**M1 wires**

Supply wires on this layer in grey.
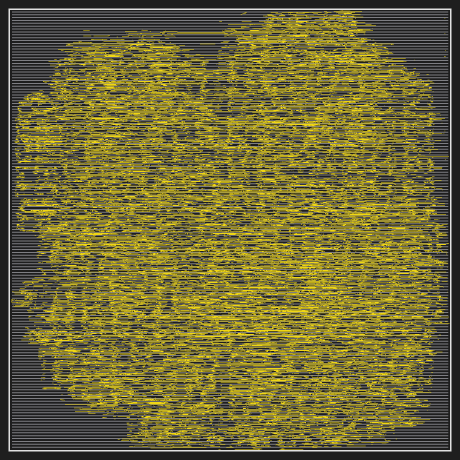
**Clock nets**

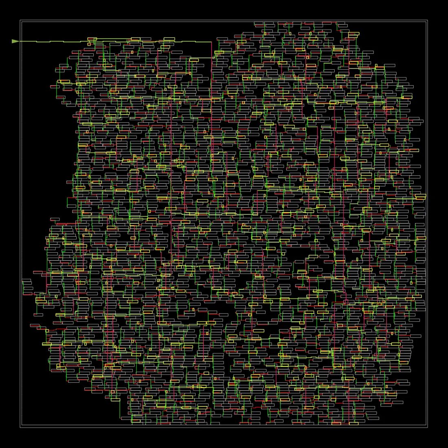
**Routed metal, one colour a layer**

Only two layers are drawn.
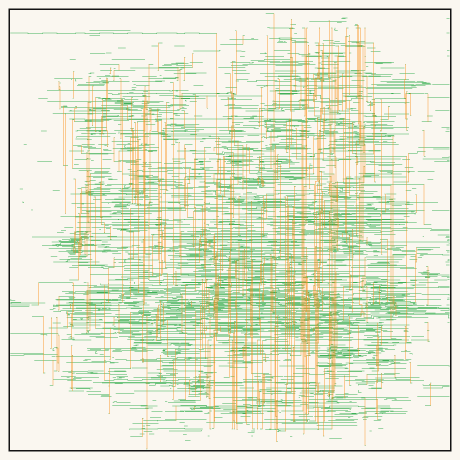
**Close-up of the layout**

The bar under the picture is 10 µm long. Window x 194 to 224, y 194 to 224 µm. Cells in grey, sequential cells in the stronger grey; small squares are vias.
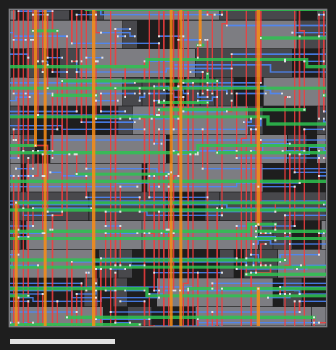
==> config.mk <==
export PLATFORM = sky130hd
export DESIGN_NAME = ase_rsp_unroller
export DESIGN_NICKNAME = d
export VERILOG_FILES = /design/src/rtl/ase_pkg.sv /design/src/rtl/ase_sync_fifo.sv /design/src/rtl/ase_rsp_unroller.sv
export SDC_FILE = /design/constraint.sdc
export NUM_CORES = 2
export LEC_CHECK = 0
export ABC_AREA = 1
export CAP_MARGIN = 15
export CORE_MARGIN = 1.5
export CORE_UTILIZATION = 55
export DETAILED_ROUTE_END_ITERATION = 10
export DONT_BUFFER_PORTS = 1
export GPL_TIMING_DRIVEN = 0
export PLACE_DENSITY_LB_ADDON = 0.25
export SLEW_MARGIN = 0
export SYNTH_ARGS = -nofsm -noshare
export SYNTH_HDL_FRONTEND = slang
export SYNTH_SLANG_ARGS = --single-unit
==> constraint.sdc <==
create_clock -name clk -period 25.4 [get_ports clk]
set_clock_uncertainty 0.15 [all_clocks]
set_input_delay 7.62 -clock clk [delete_from_list [all_inputs] [get_ports clk]]
set_output_delay 7.62 -clock clk [all_outputs]
set_load 0.01 [all_outputs]
==> results_dict.tcl <==
# collected from the flow reports
set metrics [dict create \
    aoi_share_pct 9.69 \
    m1WireLength_um 114000 \
    log.warning_count 36 \
    core_um2 171000 \
    grt-ovfl-total 0 \
    syn2layout_area_growth_pct 14.3 \
    status "complete, no violations" \
    topRoutingLayerUsed "met5" \
    dieArea_um2 175000 \
    clk_latency_ns 0.91 \
    p_per_area_nw_per_um2 131 \
    die_w_um 418 \
    met3_length_um 49300 \
    power.group.top "combinational cells" \
    seqCellArea_um2 69300 \
    layout.non_clock_inverters 205 \
    buf_share_pct 4.91 \
    clockRootBuffer "clkbuf_16" \
    clkTransAtPathRegs_ns 0.06 \
    seq_power_w 0.00494 \
    yosysTopAreaCell "edfxtp_1" \
    synthTopCellsByArea "edfxtp_1 (66%), dfrtp_1 (6.7%), nand2_1 (6.3%)" \
    cpPeakStageDelay_ns 0.94 \
    hold_viol_final 0 \
    r2r_slack_ns 14.94 \
    portBuffers 0 \
    clock_area_share_pct 7.12 \
    ys_warn_count 0 \
    ioPinCount 231 \
    xor_area_share_pct 0.398 \
    netlist_area_um2 94700 \
    grt_pass1_vias 65333 \
    place_congestion 0.967 \
    signal_buffers 672 \
    startpoint_type "flop" \
    row_count 152 \
    num-multi-input-gates 4597 \
    fin_cells 10573 \
    holdWs_ns 0.307 \
    logic_area_um2 22300 \
    yosysSeqAreaShare_pct 73.2 \
    largest_class "registers" \
    criticalPathCategory "flop to flop" \
    synthArstFlopShare_pct 10.8 \
    wl_met2_um 147000 \
    switchingPower_w 0.00614 \
    finalPower_w 0.0142 \
    cp.required_ns 26.08 \
    synth.logic.top_family "simple AND/OR/NAND/NOR gates" \
    grtUsageMet2_pct 56.0 \
    clockBufferDepth 3 \
    simple_gate_area_share_pct 12.6 \
    cellLeakagePower_nw 38.8 \
    cp.arrival_ns 11.14 \
    muxShareOfSynthArea_pct 0.0317 \
    fp-utilization_pct 55.3 \
    fin_crit_ns 10.46 \
    clkPwrFrac_pct 24.5 \
    fillers 12752 \
    p_clk_w 0.00349 \
    lay_top_count "edfxtp_1" \
    ff_type "edfxtp_1" \
    post_cts.repair.setup_buffers 0 \
    final_antenna_net_count 0 \
    busiest_layer "met2" \
    grt_pass1_wl_um 464000 \
    maxSlewViolCount 0 \
    ys_chip_area_um2 94700 \
    finalSetupViolCount 0 \
    pwr-share-comb_pct 40.7 \
    rsz0062_at_grt "false" \
    min_path_type "flop to flop" \
    finalCritPeriodShare_pct 41.2 \
    edf_count 2096 \
    crit_path_max_fanout 10 \
    fin_tns_setup_ns 0 \
    drt_iter0_markers 11774 \
    p_comb_w 0.00579 \
    lay_top_cells "edfxtp_1 (2,096), nand2_1 (1,581), nor2_1 (770), o21ai_0 (770), nand3_1 (437)" \
    netlist_top_cells_count "edfxtp_1 (2,096), nand2_1 (1,581), nor2_1 (784)" \
    drtPass1Iterations 9 \
    viasPerCell 6.53 \
    largest_reg_flops 2096 \
    synth.distinct_cells 51 \
    synth_flops 2350 \
    crit_buf_inv 8 \
    hpwl_um 228000 \
    finalCoreUtilization_pct 63.2 \
    crit_slowest_cell "clkbuf_1" \
    slew_headroom_pct 9.21 \
    die_h_um 418 \
    drcViolationCount 0 \
    p_seq_share_pct 34.7 \
    critPathCaptureType "flop" \
    cp_top_family "buffers and inverters" \
    cts_tree "done" \
    comb_share_pct 20.6 \
    seq_share_pct 64.0 \
    cpMostUsedCell "nand2_1" \
    pre_cts_ws_ns 14.36 \
    grt_antenna_before_repair 14 \
    syn-instance-count 7666 \
    setup_ws_ns 14.94 \
    top_area_share_pct 66.5 \
    nets 8200 \
    dp.cells 10130 \
    max_freq_ghz 0.0956 \
    drive_gt1_share_pct 8.79 \
    worst_slew_pin_slew_ns 1.36 \
    cts_hold_buf 0 \
    fa_ha_area_share_pct 0.610 \
    p_int_w 0.00809 \
    synth_area_per_cell_um2 12.4 \
    diodes 7 \
    h-tree-depth 4 \
    max-vdd-ir-drop_uv 88.8 \
    placed_area_um2 100000 \
    ys_cells 7666 \
    worstSetupPathDepth 32 \
    drv_cap 0 \
    rr_worst_depth 32 \
    n_tap_cell 2310 \
    cts_resized 0 \
    fin_area_um2 108000 \
    switching_share_pct 43.1 \
    worstHoldPathCells 2 \
    use_met3_pct 12.0 \
    top_cell "edfxtp_1" \
    grt_max_degree 106 \
]
Back to the opening pictures, 'M1 wires':
longest straight run: 116 µm
main direction: horizontal
nets with wire on the layer: 7,859
wire length on this layer: 114 mm
share of all routed wire: 34%
GR met1 Demand/Resource: 48.3%
drt total wl: 333,000 µm

Back to the opening pictures, 'clock nets':
CTS Buf Count: 227
final-layout clock buffer total: 316
Seq cells: 2,350
total clock sinks: 2,350

Back to the opening pictures, 'routed metal, one colour a layer':
| layer | colour | wire length |
|---|---|---|
| metal 4 | orange | 22.6 mm |
| metal 3 | green | 49.3 mm |
All-Layer GR Usage: 37.6%
via count: 69,068
wire per inst: 31.5 µm

Back to the opening pictures, 'close-up of the layout':
| layer | colour |
|---|---|
| metal 3 | green |
| metal 4 | orange |
| metal 2 | red |
| metal 1 | blue |
sequential cells in the window: 16
most frequent: edfxtp_1 (16), nand2_1 (9), nand3_1 (5)
cells with their middle in the window: 43

Power and IR drop assume default switching activity.
